**Cell classes on the final placement**

Fill, decap, tap and diode cells in grey.
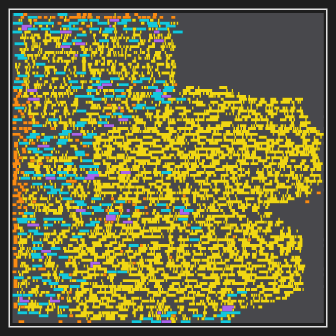
**Wires at chosen ports, followed through buffers**

Scale bar: 100 um.
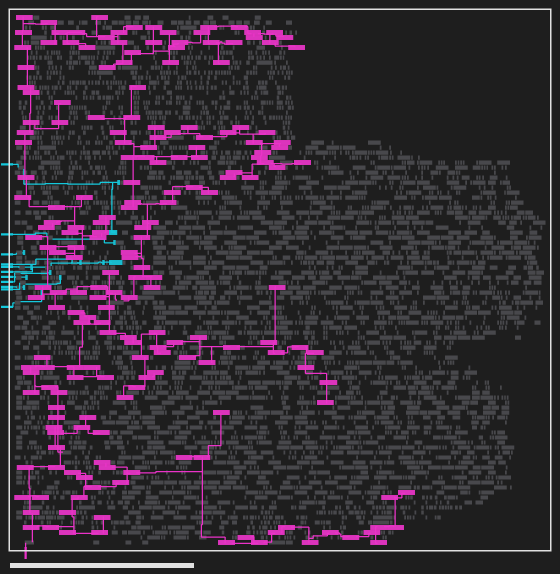
**Drive-strength map**

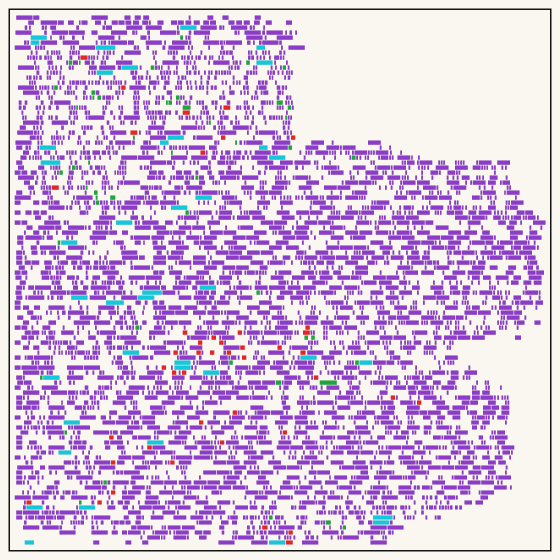
**Metal layers overlaid**

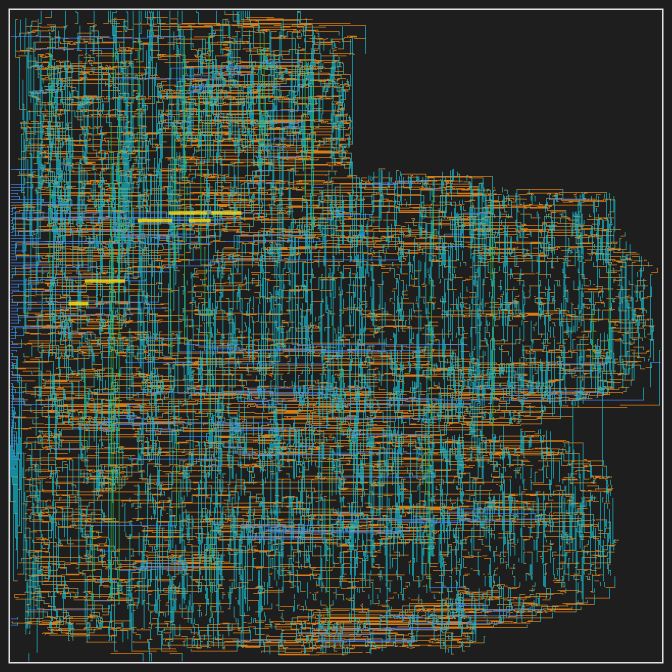
**Placement view**

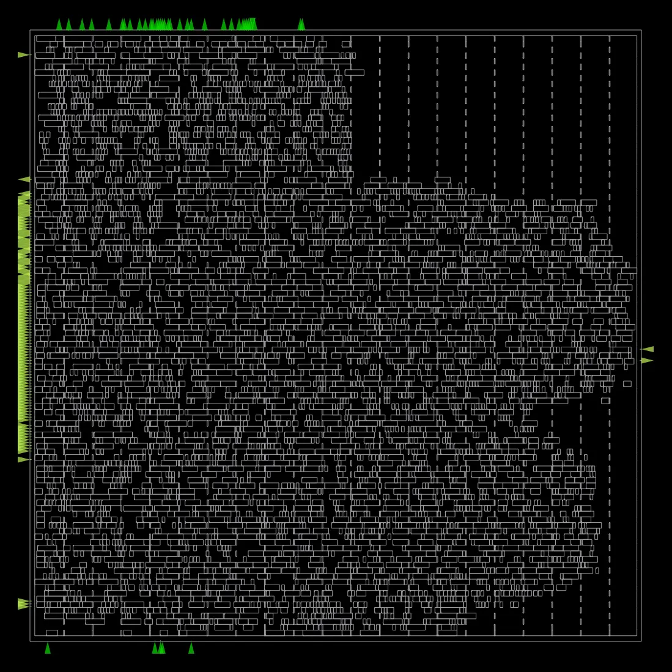
--- src/rtl/ball_collision_resolver.sv ---
// Per-frame two-ball collision controller: latches both balls, resolves ball-ball
// swap and cushion bounces, then pulses velocity writes back to each ball.
module ball_collision_resolver #(
  parameter int DATA_W       = 11,
  parameter int BALL_SIZE    = 32,
  parameter int TABLE_LEFT   = 16,
  parameter int TABLE_RIGHT  = 624,
  parameter int TABLE_TOP    = 16,
  parameter int TABLE_BOTTOM = 464
) (
  input  logic                     clk,
  input  logic                     resetN,
  input  logic                     startOfFrame,
  input  logic signed [DATA_W-1:0] posAX,
  input  logic signed [DATA_W-1:0] posAY,
  input  logic signed [DATA_W-1:0] velAX,
  input  logic signed [DATA_W-1:0] velAY,
  input  logic signed [DATA_W-1:0] posBX,
  input  logic signed [DATA_W-1:0] posBY,
  input  logic signed [DATA_W-1:0] velBX,
  input  logic signed [DATA_W-1:0] velBY,
  output logic                     writeEnableA,
  output logic signed [DATA_W-1:0] outVelAX,
  output logic signed [DATA_W-1:0] outVelAY,
  output logic                     writeEnableB,
  output logic signed [DATA_W-1:0] outVelBX,
  output logic signed [DATA_W-1:0] outVelBY,
  output logic                     hitPulse,
  output logic                     busy
);

  localparam int DW   = DATA_W + 1;
  localparam int PW   = 2 * DW;
  localparam int DOTW = PW + 1;
  localparam int CW   = DATA_W + 2;

  localparam logic [PW-1:0]           RADIUS2  = PW'(BALL_SIZE * BALL_SIZE);
  localparam logic signed [CW-1:0]    SIZE_C   = CW'(BALL_SIZE);
  localparam logic signed [CW-1:0]    LEFT_C   = CW'(TABLE_LEFT);
  localparam logic signed [CW-1:0]    RIGHT_C  = CW'(TABLE_RIGHT);
  localparam logic signed [CW-1:0]    TOP_C    = CW'(TABLE_TOP);
  localparam logic signed [CW-1:0]    BOTTOM_C = CW'(TABLE_BOTTOM);
  localparam logic signed [DATA_W-1:0] MIN_V   = {1'b1, {(DATA_W-1){1'b0}}};
  localparam logic signed [DATA_W-1:0] MAX_V   = {1'b0, {(DATA_W-1){1'b1}}};

  typedef enum logic [2:0] {IDLE, LATCH, CALC, RESOLVE, WRITE} state_t;

  // Negation with the single unrepresentable case (most negative) clamped.
  function automatic logic signed [DATA_W-1:0] neg_sat(input logic signed [DATA_W-1:0] v);
    if (v == MIN_V) return MAX_V;
    return -v;
  endfunction

  function automatic logic signed [DATA_W-1:0] cushion(
    input logic signed [DATA_W-1:0] pos,
    input logic signed [DATA_W-1:0] v,
    input logic signed [CW-1:0]     lo,
    input logic signed [CW-1:0]     hi
  );
    logic signed [CW-1:0] p;
    logic                 v_neg;
    logic                 v_pos;
    p     = CW'(pos);
    v_neg = v[DATA_W-1];
    v_pos = !v[DATA_W-1] && (v != '0);
    if ((p <= lo && v_neg) || ((p + SIZE_C) >= hi && v_pos)) return neg_sat(v);
    return v;
  endfunction

  state_t                   state_q, state_d;
  logic signed [DATA_W-1:0] pos_ax_q, pos_ay_q, pos_bx_q, pos_by_q;
  logic signed [DATA_W-1:0] pos_ax_d, pos_ay_d, pos_bx_d, pos_by_d;
  logic signed [DATA_W-1:0] vel_ax_q, vel_ay_q, vel_bx_q, vel_by_q;
  logic signed [DATA_W-1:0] vel_ax_d, vel_ay_d, vel_bx_d, vel_by_d;
  logic signed [DW-1:0]     dx_q, dy_q, dvx_q, dvy_q;
  logic signed [DW-1:0]     dx_d, dy_d, dvx_d, dvy_d;
  logic [PW-1:0]            dist2_q, dist2_d;
  logic signed [DOTW-1:0]   dot_q, dot_d;
  logic signed [DATA_W-1:0] out_ax_q, out_ay_q, out_bx_q, out_by_q;
  logic signed [DATA_W-1:0] out_ax_d, out_ay_d, out_bx_d, out_by_d;
  logic                     we_a_q, we_a_d, we_b_q, we_b_d, hit_q, hit_d;

  logic                     collide;
  logic signed [DATA_W-1:0] swap_ax, swap_ay, swap_bx, swap_by;
  logic signed [DATA_W-1:0] res_ax, res_ay, res_bx, res_by;

  // Resolution datapath: swap first, then cushion bounce on the swapped vectors.
  always_comb begin
    collide = (dist2_q < RADIUS2) && dot_q[DOTW-1];
    swap_ax = collide ? vel_bx_q : vel_ax_q;
    swap_ay = collide ? vel_by_q : vel_ay_q;
    swap_bx = collide ? vel_ax_q : vel_bx_q;
    swap_by = collide ? vel_ay_q : vel_by_q;
    res_ax  = cushion(pos_ax_q, swap_ax, LEFT_C, RIGHT_C);
    res_ay  = cushion(pos_ay_q, swap_ay, TOP_C,  BOTTOM_C);
    res_bx  = cushion(pos_bx_q, swap_bx, LEFT_C, RIGHT_C);
    res_by  = cushion(pos_by_q, swap_by, TOP_C,  BOTTOM_C);
  end

  always_comb begin
    state_d  = state_q;
    pos_ax_d = pos_ax_q;  pos_ay_d = pos_ay_q;
    pos_bx_d = pos_bx_q;  pos_by_d = pos_by_q;
    vel_ax_d = vel_ax_q;  vel_ay_d = vel_ay_q;
    vel_bx_d = vel_bx_q;  vel_by_d = vel_by_q;
    dx_d     = dx_q;      dy_d     = dy_q;
    dvx_d    = dvx_q;     dvy_d    = dvy_q;
    dist2_d  = dist2_q;   dot_d    = dot_q;
    out_ax_d = out_ax_q;  out_ay_d = out_ay_q;
    out_bx_d = out_bx_q;  out_by_d = out_by_q;
    we_a_d   = 1'b0;
    we_b_d   = 1'b0;
    hit_d    = 1'b0;
    case (state_q)
      IDLE: begin
        if (startOfFrame) state_d = LATCH;
      end
      LATCH: begin
        pos_ax_d = posAX;  pos_ay_d = posAY;
        pos_bx_d = posBX;  pos_by_d = posBY;
        vel_ax_d = velAX;  vel_ay_d = velAY;
        vel_bx_d = velBX;  vel_by_d = velBY;
        dx_d     = DW'(posBX) - DW'(posAX);
        dy_d     = DW'(posBY) - DW'(posAY);
        dvx_d    = DW'(velBX) - DW'(velAX);
        dvy_d    = DW'(velBY) - DW'(velAY);
        state_d  = CALC;
      end
      CALC: begin
        dist2_d = $unsigned(PW'(dx_q) * PW'(dx_q) + PW'(dy_q) * PW'(dy_q));
        dot_d   = DOTW'(dx_q) * DOTW'(dvx_q) + DOTW'(dy_q) * DOTW'(dvy_q);
        state_d = RESOLVE;
      end
      RESOLVE: begin
        out_ax_d = res_ax;  out_ay_d = res_ay;
        out_bx_d = res_bx;  out_by_d = res_by;
        we_a_d   = (res_ax != vel_ax_q) || (res_ay != vel_ay_q);
        we_b_d   = (res_bx != vel_bx_q) || (res_by != vel_by_q);
        hit_d    = collide;
        state_d  = WRITE;
      end
      WRITE: begin
        state_d = IDLE;
      end
      default: state_d = IDLE;
    endcase
  end

  always_ff @(posedge clk or negedge resetN) begin
    if (!resetN) begin
      state_q  <= IDLE;
      pos_ax_q <= '0;  pos_ay_q <= '0;  pos_bx_q <= '0;  pos_by_q <= '0;
      vel_ax_q <= '0;  vel_ay_q <= '0;  vel_bx_q <= '0;  vel_by_q <= '0;
      dx_q     <= '0;  dy_q     <= '0;  dvx_q    <= '0;  dvy_q    <= '0;
      dist2_q  <= '0;  dot_q    <= '0;
      out_ax_q <= '0;  out_ay_q <= '0;  out_bx_q <= '0;  out_by_q <= '0;
      we_a_q   <= 1'b0;
      we_b_q   <= 1'b0;
      hit_q    <= 1'b0;
    end else begin
      state_q  <= state_d;
      pos_ax_q <= pos_ax_d;  pos_ay_q <= pos_ay_d;
      pos_bx_q <= pos_bx_d;  pos_by_q <= pos_by_d;
      vel_ax_q <= vel_ax_d;  vel_ay_q <= vel_ay_d;
      vel_bx_q <= vel_bx_d;  vel_by_q <= vel_by_d;
      dx_q     <= dx_d;      dy_q     <= dy_d;
      dvx_q    <= dvx_d;     dvy_q    <= dvy_d;
      dist2_q  <= dist2_d;   dot_q    <= dot_d;
      out_ax_q <= out_ax_d;  out_ay_q <= out_ay_d;
      out_bx_q <= out_bx_d;  out_by_q <= out_by_d;
      we_a_q   <= we_a_d;
      we_b_q   <= we_b_d;
      hit_q    <= hit_d;
    end
  end

  assign writeEnableA = we_a_q;
  assign writeEnableB = we_b_q;
  assign hitPulse     = hit_q;
  assign outVelAX     = out_ax_q;
  assign outVelAY     = out_ay_q;
  assign outVelBX     = out_bx_q;
  assign outVelBY     = out_by_q;
  assign busy         = (state_q != IDLE);

endmodule

--- config.mk ---
export PLATFORM = sky130hd
export DESIGN_NAME = ball_collision_resolver
export DESIGN_NICKNAME = d
export VERILOG_FILES = /design/src/rtl/ball_collision_resolver.sv
export SDC_FILE = /design/constraint.sdc
export NUM_CORES = 2
export LEC_CHECK = 0
export ABC_AREA = 1
export CAP_MARGIN = 15
export CORE_MARGIN = 2
export CORE_UTILIZATION = 40
export CTS_CLUSTER_SIZE = 24
export DETAILED_ROUTE_END_ITERATION = 10
export PLACE_DENSITY = 0.53
export SKIP_LAST_GASP = 1
export SLEW_MARGIN = 30
export SYNTH_ARGS = -nofsm -noshare
export SYNTH_HDL_FRONTEND = slang
export SYNTH_SLANG_ARGS = --single-unit
--- constraint.sdc ---
create_clock -name clk -period 9.4 [get_ports clk]
set_input_delay 2.82 -clock clk [delete_from_list [all_inputs] [get_ports clk]]
set_output_delay 2.82 -clock clk [all_outputs]
set_load 0.02 [all_outputs]
==> deck_impl_summary.md <==
Key Metrics from the Run

Clocking
  • # hold bufs at CTS: 0
  • CTS root buffer: clkbuf_16
  • Worst-path clk slew: 0.06 ns
  • Clock buffer depth: 3

Final timing
  • Post-layout period usage of the worst path: 0.7656
  • Fmax: 139.0 MHz
  • Final Setup Violations: 0
  • Setup TNS: 0 ns
  • Crit path time final: 7.196 ns

Final layout
  • Non-clock buffer share: 0.04509
  • Logic cell area: 23870 um^2
  • Mi-comb count: 2772
  • Clk cell area share: 0.02515
  • Final #Nets: 5200

Placed design
  • GPL Wtd Cong: 0.8729

Routing
  • Routed wl met3: 4904 um
  • Top sig layer: met5
  • Met2 routed WL: 42070 um
  • Drt pass-1 iters: 5
  • Routed vias: 25.75k

Global route
  • Grt met3 use: 0.02983
  • Met2 Track Usage GR: 0.3549
  • Vias in the first global route: 26.57k
  • Met1 usage: 0.3024
  • GRT Total Usage: 0.2159

Status
  • Outcome: complete, no violations

Setup path
  • Type of origin of the critical path: flip-flop
  • R2R Setup Slk: 2.20 ns
  • Critical Path End: dist2_q[22]
  • Crit path DAT: 7.67 ns
  • Worst reg2reg path depth: 19
  • CP Class: flip-flop to flip-flop
  • Slowest CP cell: fa_1
  • Crit-path cells: nand2_1, fa_1, inv_1, fa_1, fa_1, fa_1, fa_1, fa_1, inv_1, fa_1, inv_1, ha_1, nand2_1, nor2_1, nand4_1, or3b_2, nand3_1, nand2_1, a31oi_1

Logic synthesis
  • Syn nets: 5146
  • Yosys cell count: 4214

Worst hold path
  • Min-Delay Path Depth: 2
  • Hold Path Sink: pos_ax_q[0]
## Picture notes: 'cell classes on the final placement'
[cyan] sequential cells | cells: 201 | share of their area: 14%
[purple] clock drivers and dummy loads | cells: 47 | share of their area: 2.6%
[yellow] combinational and other logic | cells: 3868 | share of their area: 79%
[orange] remaining buffers and delay cells | cells: 171 | share of their area: 4.7%
post-layout util: 0.4431
core area: 83420 um^2

## Picture notes: 'wires at chosen ports, followed through buffers'
[cyan] velAX | bits: 11 | direction: input | edge: left | end cells: 13 | wire: 348 um
[magenta] resetN | bits: 1 | direction: input | edge: bottom | end cells: 201 | wire: 1970 um
PortBufs: 138
I/O pin count: 139

## Picture notes: 'drive-strength map'
[green] _2 cells | cells: 50 | share: 1.2%
[red] _3 and _4 cells | cells: 44 | share: 1.0%
[cyan] _6 and larger | cells: 39 | share: 0.91%
[purple] _0 and _1 cells | cells: 4154 | share: 97%
fin worst setup slack: 2.204 ns
Area growth syn-to-layout: 10.02%
Non-CTS buffers: 171
final instance area: 36960 um^2

## Picture notes: 'metal layers overlaid'
[orange] metal 1 | wire length: 40.2 mm
[blue] metal 3 | wire length: 4900 um
[green] metal 4 | wire length: 2170 um
[cyan] metal 2 | wire length: 42.1 mm
[yellow] metal 5 | wire length: 73.6 um
routed wire length per instance: 16.65 um
Post-Route WL: 89390 um

## Picture notes: 'placement view'
FFs & Latches: 201
Layout Cells excl Fill: 5368
num rows: 106

[cells by family after synthesis]
kind of cell / count (synthesis) / share of synthesized area
buf+inv: 1241 / 0.1403
flops: 201 / 0.1497
simple gates: 1482 / 0.1788
xor+xnor: 104 / 0.02711
fa+ha+maj: 841 / 0.4488
compound gates: 345 / 0.05527
[cell usage after synthesis, types with 13 or more instances]
library cell  instances  share of area
a21oi_1              66         0.0098
a31oi_1              13         0.0024
clkbuf_1            121          0.014
dfrtp_1             201           0.15
fa_1                607           0.36
ha_1                234          0.087
inv_1              1081           0.12
nand2_1            1053           0.12
nand3_1             168          0.025
nand4_1              15         0.0028
nor2_1              188          0.021
o21ai_0             213          0.032
xnor2_1              42          0.011
xor2_1               62          0.016
